--- config.mk ---
export PLATFORM = sky130hd
export DESIGN_NAME = ddr_serialiser
export DESIGN_NICKNAME = d
export VERILOG_FILES = /design/src/rtl/ddr_serialiser_pkg.sv /design/src/rtl/ddr_serialiser_word_hold_buf.sv /design/src/rtl/ddr_serialiser.sv
export SDC_FILE = /design/constraint.sdc
export NUM_CORES = 1
export LEC_CHECK = 0
export CAP_MARGIN = 20
export CORE_MARGIN = 5
export CORE_UTILIZATION = 55
export DETAILED_ROUTE_END_ITERATION = 10
export DONT_BUFFER_PORTS = 1
export PLACE_DENSITY_LB_ADDON = 0.15
export SLEW_MARGIN = 20
export SYNTH_ARGS = -nofsm -noshare
export SYNTH_HDL_FRONTEND = slang
export SYNTH_SLANG_ARGS = --single-unit
--- constraint.sdc ---
create_clock -name clk -period 2 [get_ports clk]
set_clock_uncertainty 0.1 [all_clocks]
set_input_delay 0.3 -clock clk [delete_from_list [all_inputs] [get_ports clk]]
set_output_delay 0.3 -clock clk [all_outputs]
set_load 0.05 [all_outputs]
--- src/rtl/ddr_serialiser_pkg.sv ---
// ddr_serialiser_pkg: shared DDR pair width and the clamped-clog2 sizing macro
`ifndef DDR_CLOG2_MIN1
`define DDR_CLOG2_MIN1(x) (($clog2(x) > 1) ? $clog2(x) : 1)
`endif
package ddr_serialiser_pkg;
  localparam int DDR_PAIR_W = 2;
endpackage

--- src/rtl/ddr_serialiser_word_hold_buf.sv ---
// word_hold_buf: single-entry W-bit holding register with push/pop handshake
module word_hold_buf #(
  parameter int W = 10
) (
  input  logic         clk,
  input  logic         rst,
  input  logic         push,
  input  logic [W-1:0] push_data,
  input  logic         pop,
  output logic         valid,
  output logic [W-1:0] data
);
  always_ff @(posedge clk or posedge rst)
    if (rst) begin
      valid <= 1'b0;
      data  <= '0;
    end else begin
      valid <= pop ? 1'b0 : (push ? 1'b1 : valid);
      data  <= push ? push_data : data;
    end
endmodule

--- src/rtl/ddr_serialiser.sv ---
// ddr_serialiser: parallel word to DDR pad pairs, LSB first, with one-word hold buffer.
// Optional sticky gap flag under `DDR_SERIALISER_UNDERRUN_EN.
module ddr_serialiser
  import ddr_serialiser_pkg::*;
#(
  parameter int W = 10
) (
  input  logic         clk,
  input  logic         rst,
  input  logic [W-1:0] in_data,
  input  logic         in_valid,
  output logic         in_ready,
  output logic         d_rise,
  output logic         d_fall,
  output logic         e,
  output logic         busy,
  output logic         underrun,
  input  logic         underrun_clr
);
  localparam int CW = `DDR_CLOG2_MIN1(W/2);
  logic          shift_valid;
  logic [CW-1:0] cnt;
  logic [W-1:0]  sr;
  logic          hold_valid;
  logic [W-1:0]  hold_data;
  logic          last, load_en, xfer, direct;
  assign last     = shift_valid & (cnt == CW'(W/2-1));
  assign load_en  = ~shift_valid | last;
  assign in_ready = ~hold_valid;
  assign xfer     = in_valid & in_ready;
  // Hold is only filled when the shifter cannot take the word this edge.
  assign direct   = load_en & ~hold_valid & xfer;
  word_hold_buf #(.W(W)) u_hold (
    .clk       (clk),
    .rst       (rst),
    .push      (xfer & ~direct),
    .push_data (in_data),
    .pop       (load_en & hold_valid),
    .valid     (hold_valid),
    .data      (hold_data)
  );
  always_ff @(posedge clk or posedge rst)
    if (rst) begin
      shift_valid <= 1'b0;
      cnt         <= '0;
      sr          <= '0;
    end else if (load_en) begin
      shift_valid <= hold_valid | xfer;
      cnt         <= '0;
      sr          <= hold_valid ? hold_data : (xfer ? in_data : '0);
    end else begin
      sr  <= sr >> DDR_PAIR_W;
      cnt <= cnt + 1'b1;
    end
  assign d_rise = sr[0];
  assign d_fall = sr[1];
  assign e      = shift_valid;
  assign busy   = shift_valid | hold_valid;
`ifdef DDR_SERIALISER_UNDERRUN_EN
  logic ur_q;
  always_ff @(posedge clk or posedge rst)
    if (rst) ur_q <= 1'b0;
    else if (last & ~hold_valid & ~xfer) ur_q <= 1'b1;
    else if (underrun_clr) ur_q <= 1'b0;
  assign underrun = ur_q;
`else
  logic unused_clr;
  assign unused_clr = underrun_clr;
  assign underrun   = 1'b0;
`endif
endmodule

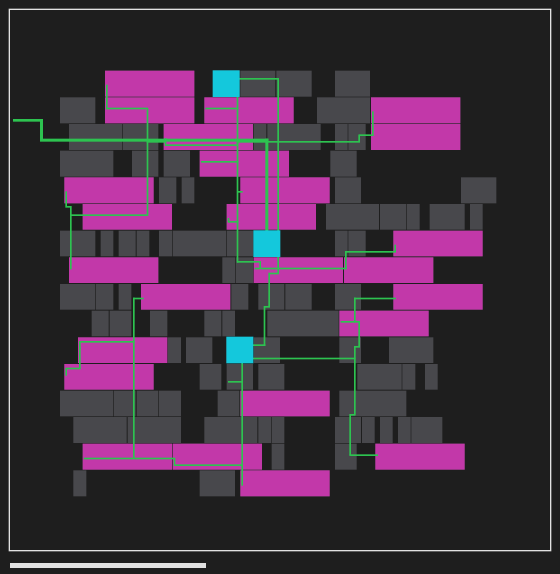
**Above:** run 1 (clock wires, drivers and flops).
Bar = 20 µm.
Magenta shows flip-flops, count 25. Green shows clock wires, length 280 µm. Cyan shows cells driving clock nets, count 3.
There are 4 routed clock nets.

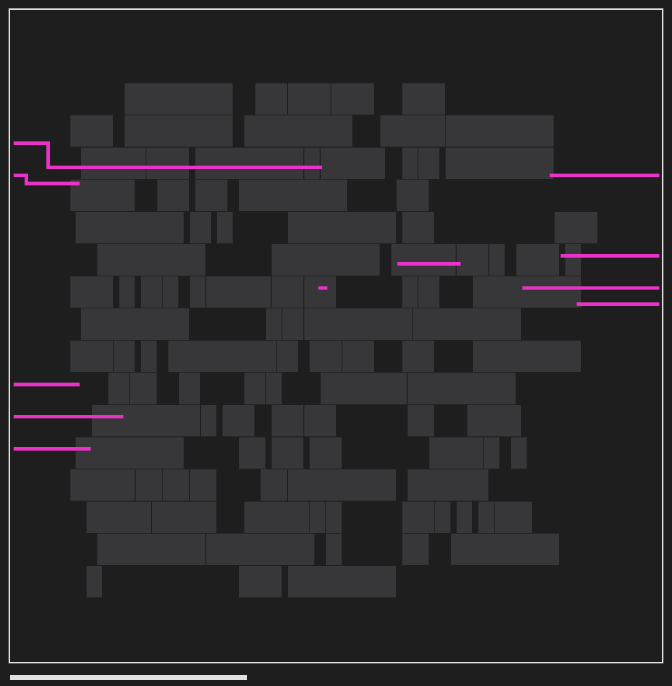
**Above:** run 1 (the metal 3 layer).
Bar = 20 µm. Cells faint in the background.
10 nets have wire on it. The layer carries 94.5 µm of wire. The longest straight run is 23.0 µm.

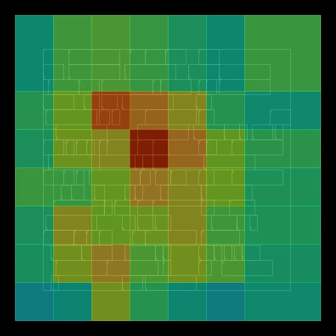
**Above:** run 1 (track usage over the die).
gr busiest metal: met2
Global Route met1 Usage: 17.41%
Wirelength per Cell: 14.40 µm
Final Util: 66.56%
met3 GRT Util: 3.485%

==> impl_metrics.py, run 1 <==
# Synthesis and PnR figures
metrics = {
    "pwr": {
        "cellPowerDensity_nw_per_um2": 1407,
        "vdd_drop_max_uv": 950.7,
        "power.leakage_uw": 0.0006230,
    },
    "die": {
        "initCoreUtil_pct": 57.67,
        "core_area_um2": 1942,
        "fp.dieH_um": 55.12,
        "ios": 20,
        "die-width_um": 55.12,
        "dieArea_um2": 3038,
        "core.rowCount": 16,
    },
    "setup_path": {
        "cp_slowest_cell": "or2_2",
        "crit_fanout": 3,
        "max_stage_delay_ps": 440,
        "startpoint_type": "flip-flop",
        "end_kind": "output pin",
        "path_cells": "buf_4 > or2_2",
        "path_class": "flip-flop to output pin",
        "r2r_cells": 5,
        "critical_path_arrival_ps": 1350,
    },
    "final_timing": {
        "max-slew-margin-rel_pct": 59.70,
        "finalHoldViolCount": 0,
        "worst-slew-pin-transition_ps": 603.8,
        "min_period_ps": 1754,
        "slew_violations": 0,
        "finalClockPeriodUsage_pct": 87.70,
        "fmax_mhz": 570.1,
        "rsz0062_at_grt": "false",
        "finalSetupTns_ps": 0,
        "setup_viol": 0,
    },
    "logic_synthesis": {
        "ys_cells": 92,
        "synth_cell_type_count": 21,
        "syn_nets": 108,
        "ys_async_sr_fraction_pct": 100.0,
        "synth_top_cell_by_count": "dfrtp_1",
        "yosysWarnings": 0,
        "edf_count": 0,
        "synth_top_cell_by_area": "dfrtp_1",
        "synth_area_um2": 1120,
        "synth_cells": 92,
        "synth.area.top_cells": "dfrtp_1 (56%), mux2_4 (13%), a22oi_1 (4.0%)",
        "synth-seq-cells": 25,
        "avgSynthCellArea_um2": 12.17,
        "yosys-top-cells-count": "dfrtp_1 (25), nand2_1 (12), mux2_4 (10)",
        "dominantRegCellSynth": "dfrtp_1",
        "top_area_share_pct": 55.87,
        "yosysSeqAreaShare_pct": 55.87,
        "ys_area_um2": 1120,
    },
    "run": {
        "maxCapViolations": 0,
        "warnings": 28,
    },
    "clock_network": {
        "cts.sinks": 25,
        "cts_tree": "done",
        "numCtsBuffers": 3,
        "clock_latency_ps": 320,
        "cts-resized-gates": 0,
        "clockBufferDepth": 2,
        "clockRootBuffer": "clkbuf_4",
        "clk_pin_slew_worst_paths_ps": 140,
        "postCtsSetupRepairBufs": 0,
        "htreeDepth": 1,
    },
    "place": {
        "portBuffers": 0,
        "place_hpwl_mm": 1.352,
        "dp.cells": 120,
        "place_congestion": 0.6807,
    },
    "grt": {
        "grt_usage_pct": 14.18,
        "grt_pass1_vias": 661,
        "grt.overflow.total": 0,
        "grt_pass1_wl_mm": 2.973,
        "grt_max_degree": 20,
    },
    "layout": {
        "nets": 124,
        "areaGrowthSynthToFinish_pct": 15.42,
        "fill_cells": 159,
        "stdcell_count": 134,
        "drive_gt1_share_pct": 21.50,
        "antenna_cells": 0,
    },
    "detailed_routing": {
        "vias": 677,
        "antenna_left": 0,
        "first_iter_violations": 10,
        "routed_via_density": 5.052,
        "totalWireLength_mm": 1.930,
        "drtPass1Iterations": 4,
        "drc": 0,
    },
    "outcome": {
        "status": "complete, no violations",
    },
    "worst_hold_path": {
        "min_path_cells": 2,
        "min_path_type": "input port to flip-flop",
    },
}
-- run 1: layout make-up --
class	instances	area [µm²]	share of cell area [%]
sequential	25	625.6	48.40
multi-input combinational	58	442.9	34.27
timing repair buffer	16	145.1	11.23
tap	27	33.78	2.614
clock buffer	3	22.52	1.742
inverter	4	15.01	1.162
clock inverter	1	7.507	0.5808
-- run 1: report_power, final --
group | internal, µW | switching, µW
Clock | 76.5 | 157
Combinational | 381 | 322
Sequential | 719 | 163
Total | 1180 | 642
-- run 1: through the flow --
| stage | power [µW] | util (%) | hold WS, ps | area, µm² | setup WS, ps |
|---|---|---|---|---|---|
| 3_5_place_dp | 1588 | 59.86 | 193.0 | 1162 | 458.1 |
| 4_1_cts | 1825 | 62.95 | 0.8832 | 1222 | 233.7 |
| 2_1_floorplan | 1459 | - | 227.3 | 1120 | 409.8 |
| 5_1_grt | 1941 | 66.56 | 0.9745 | 1292 | 205.2 |
| 3_3_place_gp | 1560 | 59.86 | 179.9 | 1162 | 469.4 |
| 6_report | 1818 | 66.56 | 14.67 | 1292 | 246.0 |
-- run 1: placed cells by master, fill, tap and decap left out, drive strengths merged --
cell	count
conb	1
dfrtp	25
mux2	10
nand3	1
clkbuf	3
a22oi	6
nor2	5
a31oi	3
inv	4
ha	2
and2b	1
dlygate4sd3	10
xnor2	1
buf	6
o21ai	8
a21boi	1
or2	1
and2	4
a21oi	1
clkinvlp	1
nand2	13
-- run 1: sequential cells by signal, summed over array words and instances, names as in the netlist --
signal	cells
sr	10
u_hold.data	10
u_hold.valid	1
e	1
cnt	3
-- run 1: what timing repair did --
action	in CTS	in global routing
endpoints found under the setup margin	0	0
hold buffers	3	7
endpoints found under the hold margin	17	7
-- run 1: critical path: cells and delay by family (launching register included) --
family | cells | cell delay (ps)
flops | 1 | 400
buf+inv | 1 | 190
simple gates | 1 | 440
-- run 1: final timing paths --
| check | from | endpoint | slack, ps |
|---|---|---|---|
| setup / recovery | e | busy | 250 |
| hold / removal | in_valid | sr[8] | 10 |
| setup reg to reg | cnt[0] | u_hold.data[7] | 450 |
| hold reg to reg | sr[9] | sr[7] | 370 |
| max in group asynchronous | rst | u_hold.data[2] | 870 |
| min in group asynchronous | rst | sr[1] | 360 |
-- run 1: metal layers --
layer	wire, µm	up-vias	track usage, %
li1	-	336	-
met1	845	328	17.41
met2	981	11	23.03
met3	94	2	3.485
met4	10	0	7.287
met5	0	-	0
-- run 1: cells by family (layout without fill, tap and decap cells) --
logic type | after synthesis | count (layout) | share of synthesized area [%]
mux | 10 | 10 | 13.41
flops | 25 | 25 | 55.87
buf+inv | 9 | 24 | 4.580
compound gates | 19 | 19 | 11.40
fa+ha+maj | 2 | 2 | 2.234
other cells | 1 | 1 | 0.3349
simple gates | 25 | 25 | 11.40
xor+xnor | 1 | 1 | 0.7823
==> run 2, diff against run 1 <==
--- a/config.mk
+++ b/config.mk
@@ -15,3 +15,4 @@
 export SYNTH_ARGS = -nofsm -noshare
 export SYNTH_HDL_FRONTEND = slang
 export SYNTH_SLANG_ARGS = --single-unit
+export TNS_END_PERCENT = 20
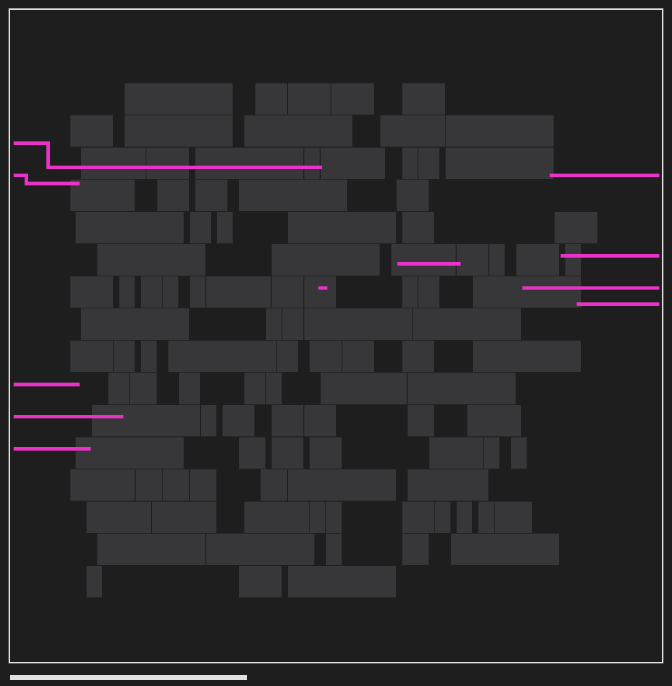
**Above:** run 2 (the metal 3 layer).
Bar = 20 µm. Cells faint in the background.
The wires run mostly horizontal. The layer holds 4.9% of the routed length. The layer carries 94.5 µm of wire. 10 nets have wire on it.

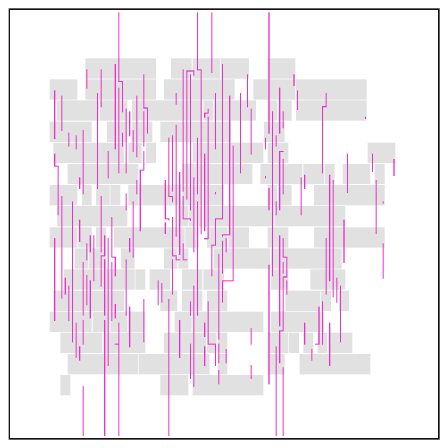
**Above:** run 2 (met2 routing).
Cells faint in the background.
The layer holds 51% of the routed length. The longest straight run is 21.1 µm. 101 nets have wire on it.

==> run 2 against run 1 <==
Non-clock buffer count did not move. Synthesized area stayed put. Critical endpoint unchanged. Largest cell class unchanged. Clock power is essentially flat. Largest power group unchanged. Sequential power about the same. Critical path type unchanged. Clock-buffer cell count unchanged. Via count is the same.
==> impl_metrics.py, run 2 <==
# Synthesis and PnR figures
metrics = {
    "outcome": {
        "status": "complete, no violations",
    },
    "clock_network": {
        "clockBufferDepth": 2,
        "htreeDepth": 1,
        "postCtsSetupRepairBufs": 0,
        "clock_latency_ps": 320,
        "cts_tree": "done",
        "clk_pin_slew_worst_paths_ps": 140,
        "clockRootBuffer": "clkbuf_4",
        "numCtsBuffers": 3,
        "cts.sinks": 25,
    },
    "place": {
        "place_hpwl_mm": 1.352,
        "pre_cts_ws_ps": 458.1,
        "place_congestion": 0.6807,
        "portBuffers": 0,
    },
    "logic_synthesis": {
        "synth.area.top_cells": "dfrtp_1 (56%), mux2_4 (13%), a22oi_1 (4.0%)",
        "avgSynthCellArea_um2": 12.17,
        "yosysWarnings": 0,
        "synth_cells": 92,
        "ys_cells": 92,
        "synth_top_cell_by_area": "dfrtp_1",
        "dominantRegCellSynth": "dfrtp_1",
        "syn_nets": 108,
        "yosys-top-cells-count": "dfrtp_1 (25), nand2_1 (12), mux2_4 (10)",
        "top_area_share_pct": 55.87,
        "ys_async_sr_fraction_pct": 100.0,
        "synth-seq-cells": 25,
        "synth_top_cell_by_count": "dfrtp_1",
        "edf_count": 0,
        "synth_area_um2": 1120,
        "ys_area_um2": 1120,
        "yosysSeqAreaShare_pct": 55.87,
        "synth_cell_type_count": 21,
    },
    "grt": {
        "grt_pass1_wl_mm": 2.973,
        "grt_pass1_vias": 661,
        "grt_usage_pct": 14.18,
        "antenna_found_initial": 0,
        "grt_max_degree": 20,
        "grt.overflow.total": 0,
    },
    "pwr": {
        "p_total_uw": 1818,
        "power.leakage_uw": 0.0006230,
        "cellPowerDensity_nw_per_um2": 1407,
        "vdd_drop_max_uv": 950.7,
    },
    "setup_path": {
        "path_class": "flip-flop to output pin",
        "path_cells": "buf_4 > or2_2",
        "critical_path_arrival_ps": 1350,
        "r2r_cells": 5,
        "max_stage_delay_ps": 440,
        "startpoint_type": "flip-flop",
        "cp.required_ps": 1600,
        "end_kind": "output pin",
        "r2r-start": "cnt[0]",
        "crit_buf_inv": 1,
        "critical-path-top-delay-family": "simple AND/OR/NAND/NOR gates",
        "r2r_setup_slack_ps": 450,
        "cp_slowest_cell": "or2_2",
        "cp_num_cells": 2,
        "timing.rr.end": "u_hold.data[7]",
        "crit_fanout": 3,
    },
    "final_timing": {
        "rsz0062_at_grt": "false",
        "setup_viol": 0,
        "setup_ws_ps": 246.0,
        "finalHoldViolCount": 0,
        "min_period_ps": 1754,
        "max-slew-margin-rel_pct": 59.70,
        "worst-slew-pin-transition_ps": 603.8,
        "finalSetupTns_ps": 0,
        "finalClockPeriodUsage_pct": 87.70,
        "slew_violations": 0,
        "fmax_mhz": 570.1,
    },
    "layout": {
        "logic_area_um2": 442.9,
        "layout_top_cells": "dfrtp_1 (25), nand2_1 (12), mux2_4 (10), dlygate4sd3_1 (10), o21ai_0 (8)",
        "top_regs": "sr (10), u_hold.data (10), cnt (3)",
        "antenna_cells": 0,
        "regArea_um2": 625.6,
        "fill_cells": 159,
        "final_common_cell": "dfrtp_1",
        "final_util_pct": 66.56,
        "nets": 124,
        "drive_gt1_share_pct": 21.50,
        "areaGrowthSynthToFinish_pct": 15.42,
    },
    "worst_hold_path": {
        "hp-start": "in_valid",
        "hold_path_end": "sr[8]",
        "min_path_type": "input port to flip-flop",
        "min_path_cells": 2,
    },
    "run": {
        "warnings": 28,
        "maxCapViolations": 0,
    },
    "die": {
        "core_area_um2": 1942,
        "ios": 20,
        "die-width_um": 55.12,
        "initCoreUtil_pct": 57.67,
        "core.rowCount": 16,
        "dieArea_um2": 3038,
        "fp.dieH_um": 55.12,
    },
    "detailed_routing": {
        "first_iter_violations": 10,
        "totalWireLength_mm": 1.930,
        "drc": 0,
        "vias": 677,
        "antenna_left": 0,
        "drtPass1Iterations": 4,
        "routed_via_density": 5.052,
        "routedWlPerCell_um": 14.40,
    },
}
-- run 2: cell counts after synthesis --
Identical to the previous run, type by type.
-- run 2: logic make-up (layout without fill, tap and decap cells) --
group,after synthesis,in the layout,share of synthesized area (%)
other,1,1,0.3349
buffers and inverters,9,24,4.580
and+or+nand+nor,25,25,11.40
muxes,10,10,13.41
AOI/OAI and AO/OA,19,19,11.40
DFF,25,25,55.87
xor gates and xnor gates,1,1,0.7823
adders and majority gates,2,2,2.234
-- run 2: repair_timing --
action | in CTS | in global routing
hold buffers | 3 | 7
endpoints found under the hold margin | 17 | 7
setup endpoints to repair | 0 | 0
resized | 0 | 0
-- run 2: report_power, final --
part / total (µW) / switching, µW / internal (µW) / leakage, µW
clock: 234 / 157 / 76.5 / 0.0000139
sequential: 882 / 163 / 719 / 0.000307
combinational: 703 / 322 / 381 / 0.000302
total: 1820 / 642 / 1180 / 0.000623
-- run 2: layout make-up --
| type | count | share of cell area (%) |
|---|---|---|
| clock buffers | 3 | 1.742 |
| well taps | 27 | 2.614 |
| flip-flops and latches | 25 | 48.40 |
| clock inverters | 1 | 0.5808 |
| repair buffers | 16 | 11.23 |
| inverters | 4 | 1.162 |
| multi-input cells | 58 | 34.27 |
-- run 2: worst max path at each step --
stage | from | end | slack, ps
floorplan | e | u_hold.data[0] | 410
global placement | cnt[0] | u_hold.data[4] | 470
detailed placement | cnt[0] | u_hold.data[7] | 460
CTS | e | busy | 230
global route | e | busy | 210
finish | e | busy | 250
-- run 2: per-layer routing --
layer	global-route usage, %	wire length, µm
met4	7.287	10
met2	23.03	981
met3	3.485	94
met5	0	0
met1	17.41	845
-- run 2: worst register-to-register path, cell delays in order, from the launching register on --
cell,delay [ps]
dfrtp_1,400
inv_1,50
ha_1,230
a21boi_4,220
nand2_8,140
mux2_4,320
-- run 2: metrics by stage --
| step | cells | hold WS (ps) | instance area [µm²] |
|---|---|---|---|
| final | 134 | 14.67 | 1292 |
| after global routing | 134 | 0.9745 | 1292 |
| after CTS | 127 | 0.8832 | 1222 |
| after detailed placement | 120 | 193.0 | 1162 |
| after global placement | 120 | 179.9 | 1162 |
| after floorplan | 92 | 227.3 | 1120 |
Power and IR drop assume default switching activity.
